File: config.mk
export PLATFORM = sky130hd
export DESIGN_NAME = tessent_data_mux_ctrl
export DESIGN_NICKNAME = d
export VERILOG_FILES = /design/src/rtl/tessent_data_mux_ctrl.sv
export SDC_FILE = /design/constraint.sdc
export NUM_CORES = 1
export LEC_CHECK = 0
export ABC_AREA = 1
export CAP_MARGIN = 20
export CORE_MARGIN = 3
export CORE_UTILIZATION = 46
export DETAILED_ROUTE_END_ITERATION = 8
export HOLD_SLACK_MARGIN = 0.06
export MAX_ROUTING_LAYER = met4
export PLACE_DENSITY = 0.8
export SETUP_SLACK_MARGIN = 0.05
export SLEW_MARGIN = 25
export SYNTH_ARGS = -nofsm -noshare
export SYNTH_HDL_FRONTEND = slang
export SYNTH_SLANG_ARGS = --single-unit
export TNS_END_PERCENT = 30
File: constraint.sdc
create_clock -name ijtag_tck -period 1.5 [get_ports ijtag_tck]
set_clock_uncertainty 0.15 [all_clocks]
set_input_delay 0.45 -clock ijtag_tck [delete_from_list [all_inputs] [get_ports ijtag_tck]]
set_output_delay 0.45 -clock ijtag_tck [all_outputs]
set_load 0.02 [all_outputs]
File: src/rtl/tessent_data_mux_ctrl.sv
// rtl/tessent_data_mux_ctrl.sv - IJTAG/functional data-path mux override sequencer
//
// Sequences takeover of a functional data path by IJTAG: raises a hold
// request, waits for the functional side to go idle (bounded by a timeout),
// waits a guard interval, then switches the mux. Release runs in reverse.
//
// Optional feature macro: TESSENT_DATA_MUX_CTRL_SNAPSHOT_EN
//   adds func_data_in / snapshot_data, capturing the functional value on the
//   edge that enters ACTIVE.
//
// Ports:
//   ijtag_tck        clock, rising edge
//   ijtag_reset      asynchronous active-low reset
//   override_req     TDR level request to take over the data path
//   func_idle        functional side quiesced (synchronous to ijtag_tck)
//   data_update      one-cycle strobe, loads shadow_data_in
//   shadow_data_in   TDR shadow value driven in test mode
//   err_clr          clears timeout_err
//   func_hold_req    asks the functional side to quiesce
//   ijtag_select     mux select
//   ijtag_data_out   mux ijtag_data_in
//   override_active  copy of ijtag_select for TDR status
//   timeout_err      sticky hold-handshake timeout flag
//   ctrl_state       IDLE=0 HOLD_REQ=1 SETTLE=2 ACTIVE=3 RELEASE=4
//   func_data_in     (snapshot build) functional data value
//   snapshot_data    (snapshot build) functional value captured at takeover

module tessent_data_mux_ctrl #(
  parameter int WIDTH          = 19,
  parameter int GUARD_CYCLES   = 2,
  parameter int TIMEOUT_CYCLES = 255
) (
  input  logic             ijtag_tck,
  input  logic             ijtag_reset,
  input  logic             override_req,
  input  logic             func_idle,
  input  logic             data_update,
  input  logic [WIDTH-1:0] shadow_data_in,
  input  logic             err_clr,
`ifdef TESSENT_DATA_MUX_CTRL_SNAPSHOT_EN
  input  logic [WIDTH-1:0] func_data_in,
  output logic [WIDTH-1:0] snapshot_data,
`endif
  output logic             func_hold_req,
  output logic             ijtag_select,
  output logic [WIDTH-1:0] ijtag_data_out,
  output logic             override_active,
  output logic             timeout_err,
  output logic [2:0]       ctrl_state
);

  typedef enum logic [2:0] {
    ST_IDLE     = 3'd0,
    ST_HOLD_REQ = 3'd1,
    ST_SETTLE   = 3'd2,
    ST_ACTIVE   = 3'd3,
    ST_RELEASE  = 3'd4
  } state_t;

  // Terminal counts: the counters start at 0 on state entry, so the last
  // cycle of an N-cycle interval is at count N-1.
  localparam logic [3:0]  GUARD_LAST   = 4'(GUARD_CYCLES - 1);
  localparam logic [15:0] TIMEOUT_LAST = 16'(TIMEOUT_CYCLES - 1);

  state_t      state, state_nxt;
  logic [3:0]  guard_cnt, guard_cnt_nxt;
  logic [15:0] wait_cnt, wait_cnt_nxt;
  logic        rearm, rearm_nxt;
  logic        timeout_fire;

  always_comb begin
    state_nxt     = state;
    guard_cnt_nxt = guard_cnt;
    wait_cnt_nxt  = wait_cnt;
    rearm_nxt     = rearm;
    timeout_fire  = 1'b0;
    case (state)
      ST_IDLE: begin
        // A request only counts once it has been seen low after a timeout,
        // so a stuck-high request cannot keep re-raising the hold.
        if (!override_req) begin
          rearm_nxt = 1'b1;
        end else if (rearm) begin
          state_nxt    = ST_HOLD_REQ;
          wait_cnt_nxt = '0;
        end
      end
      ST_HOLD_REQ: begin
        // func_idle takes priority over both abandonment and timeout.
        if (func_idle) begin
          state_nxt     = ST_SETTLE;
          guard_cnt_nxt = '0;
        end else if (!override_req) begin
          state_nxt = ST_IDLE;
        end else if (wait_cnt == TIMEOUT_LAST) begin
          state_nxt    = ST_IDLE;
          timeout_fire = 1'b1;
          rearm_nxt    = 1'b0;
        end else begin
          wait_cnt_nxt = wait_cnt + 16'd1;
        end
      end
      ST_SETTLE: begin
        if (!override_req) begin
          state_nxt     = ST_RELEASE;
          guard_cnt_nxt = '0;
        end else if (guard_cnt == GUARD_LAST) begin
          state_nxt = ST_ACTIVE;
        end else begin
          guard_cnt_nxt = guard_cnt + 4'd1;
        end
      end
      ST_ACTIVE: begin
        if (!override_req) begin
          state_nxt     = ST_RELEASE;
          guard_cnt_nxt = '0;
        end
      end
      ST_RELEASE: begin
        // Requests are ignored here; the full guard interval always runs.
        if (guard_cnt == GUARD_LAST) begin
          state_nxt = ST_IDLE;
        end else begin
          guard_cnt_nxt = guard_cnt + 4'd1;
        end
      end
      default: state_nxt = ST_IDLE;
    endcase
  end

  // Outputs are decoded from the next state so they change on the same edge
  // as the state register, with no decode glitches at the mux.
  always_ff @(posedge ijtag_tck or negedge ijtag_reset) begin
    if (!ijtag_reset) begin
      state           <= ST_IDLE;
      guard_cnt       <= '0;
      wait_cnt        <= '0;
      rearm           <= 1'b1;
      func_hold_req   <= 1'b0;
      ijtag_select    <= 1'b0;
      override_active <= 1'b0;
      timeout_err     <= 1'b0;
      ijtag_data_out  <= '0;
    end else begin
      state           <= state_nxt;
      guard_cnt       <= guard_cnt_nxt;
      wait_cnt        <= wait_cnt_nxt;
      rearm           <= rearm_nxt;
      func_hold_req   <= (state_nxt != ST_IDLE);
      ijtag_select    <= (state_nxt == ST_ACTIVE);
      override_active <= (state_nxt == ST_ACTIVE);
      if (timeout_fire) begin
        timeout_err <= 1'b1;
      end else if (err_clr) begin
        timeout_err <= 1'b0;
      end
      if (data_update) begin
        ijtag_data_out <= shadow_data_in;
      end
    end
  end

  assign ctrl_state = state;

`ifdef TESSENT_DATA_MUX_CTRL_SNAPSHOT_EN
  always_ff @(posedge ijtag_tck or negedge ijtag_reset) begin
    if (!ijtag_reset) begin
      snapshot_data <= '0;
    end else if (state_nxt == ST_ACTIVE && state != ST_ACTIVE) begin
      snapshot_data <= func_data_in;
    end
  end
`endif

endmodule
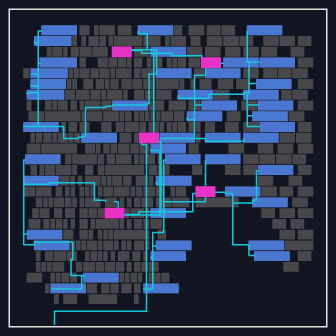
(images/clock_map.png)
Key: cells driving clock nets = magenta [count 5]; flip-flops = blue [count 46]; clock wires = cyan [length 616 um]
There are 6 routed clock nets. Position of the flops: spread over the die.

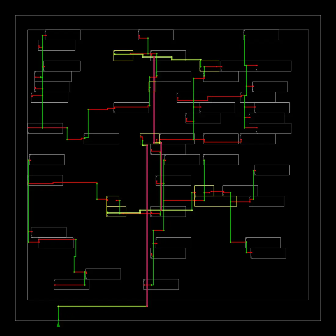
(images/final_clocks.png)
clock buffer count from CTS: 5
sequential cell count: 46
number of sinks handled by clock tree synthesis: 46
Clock buffer cells: 5

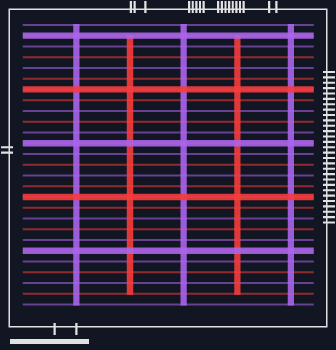
(images/pdn.png)
Scale bar: 20 um. Pins as bars on the die edge.
Key: VSS = purple; VDD = red
5 straps on met5. 27 met1 rails follow the rows. 51 signal pins sit on the boundary. 5 straps on met4. The core has 26 rows.
Chip Width: 79.9 um
Die Span Y: 79.9 um
worst supply voltage drop on vdd: 0.00111 V
placeable core area: 5200 um^2

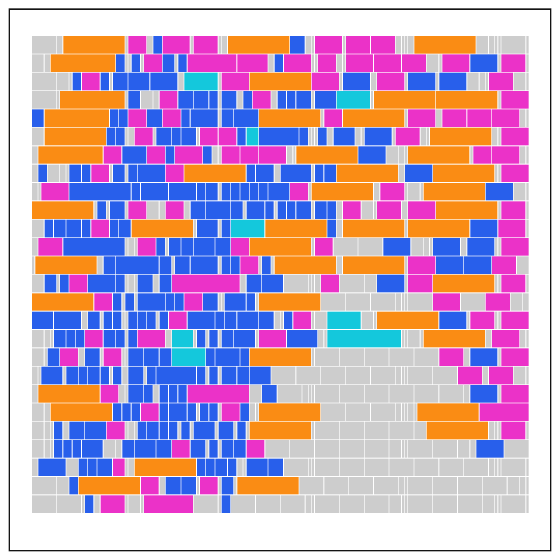
(images/cell_classes.png)
Fill, decap, tap and diode cells in gray.
Key: flops = orange [cells 46, share of their area 31%]; all other logic = blue [cells 237, share of their area 39%]; other buffers and delay cells = magenta [cells 104, share of their area 27%]; clock drivers and dummy loads = cyan [cells 8, share of their area 3.0%]
post-route standard cell area excluding fillers: 3850 um^2
share of the core filled with cells: 0.739
# rows: 26
share of the final layout cell area in sequential cells: 0.300

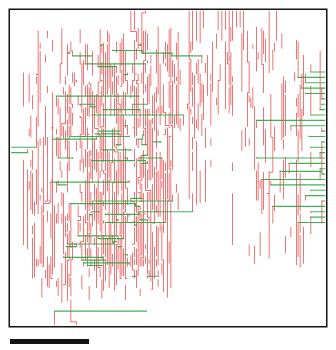
(images/metal_stack.png)
Scale bar: 20 um. Two of the layers only.
Key: met3 = green [wire length 567 um]; met2 = red [wire length 3660 um]

==> flow_summary_export.csv <==
group,metric,value,unit
run_status,result_of_the_run,"finished, violations left",
run_status,violations,"setup timing",
synth,syn-num-nets,322,
worst_setup_path,worstSetupStartpoint,"ctrl_state[0]",
drt,drt_pre_antenna_iters,5,
drt,postRouteWirelength,7230,um
worst_setup_path,critPathArrivalTime,1810,ps
synth,postSynthRegisterBits,46,
global_route,grt_use_total,0.210,
sta,worst_slack,-248,ps
drt,drt-initial-drc-count,113,
synth,synth-cells-yosys,293,
layout,instances_no_fill,465,
worst_setup_path,path_buffers,4,
worst_setup_path,timing.critical_path.to,"wait_cnt[8]",
die,initial_core_util,0.483,
worst_hold_path,whs_path_depth,2,
drt,met2RoutedLength,3660,um
layout,diodes,0,
drt,post-route-drc-count,0,
sta,report.final.setup_viol,22,
die,number_of_tap_cells_added_at_floorplan,70,
worst_setup_path,max_stage_delay,420,ps
clock_tree,clkTransAtPathRegs,90,ps
clock_tree,cts_root_buffer,"sky130_fd_sc_hd__clkbuf_8",
[what timing repair did]
action                                  in CTS  in global routing
hold buffers                                 1                  0
setup buffers                                2                  3
endpoints found under the hold margin       12                  0
pin swaps                                    8                 16
cloned                                       1                  1
resized                                    154                 64
endpoints found under the setup margin      50                 53
[registers in the layout, indices dropped and copies added, names as in the netlist]
signal	cells
ijtag_data_out	19
override_active	1
ctrl_state	3
wait_cnt	16
func_hold_req	1
timeout_err	1
rearm	1
guard_cnt	4
[Yosys cell counts, types with 5 or more instances]
cell | instances | area (um^2)
sky130_fd_sc_hd__dfrtp_1 | 45 | 1130
sky130_fd_sc_hd__inv_1 | 25 | 93.8
sky130_fd_sc_hd__mux2_2 | 19 | 214
sky130_fd_sc_hd__nand2_1 | 68 | 255
sky130_fd_sc_hd__nand2_2 | 10 | 62.6
sky130_fd_sc_hd__nand3_1 | 26 | 130
sky130_fd_sc_hd__nand4_1 | 9 | 56.3
sky130_fd_sc_hd__nor2_1 | 31 | 116
sky130_fd_sc_hd__o21ai_0 | 9 | 45.0
sky130_fd_sc_hd__o21ai_1 | 5 | 25.0
sky130_fd_sc_hd__o21ai_2 | 7 | 61.3
sky130_fd_sc_hd__xor2_1 | 5 | 43.8
[per-stage QoR]
| stage | hold slack, ps | setup slack (ps) |
|---|---|---|
| final | 341 | -248 |
| after floorplan | 4.41 | -112 |
| after detailed placement | 216 | -405 |
| after global placement | 215 | -399 |
| after global routing | 372 | -286 |
| after CTS | 335 | -156 |
[power breakdown]
part / switching, mW / internal, mW / leakage (nW)
combinational: 1.24 / 1.08 / 1.15
clock: 0.456 / 0.500 / 0.0585
sequential: 0.129 / 1.41 / 0.584
Power is estimated from default activity; no workload was simulated.
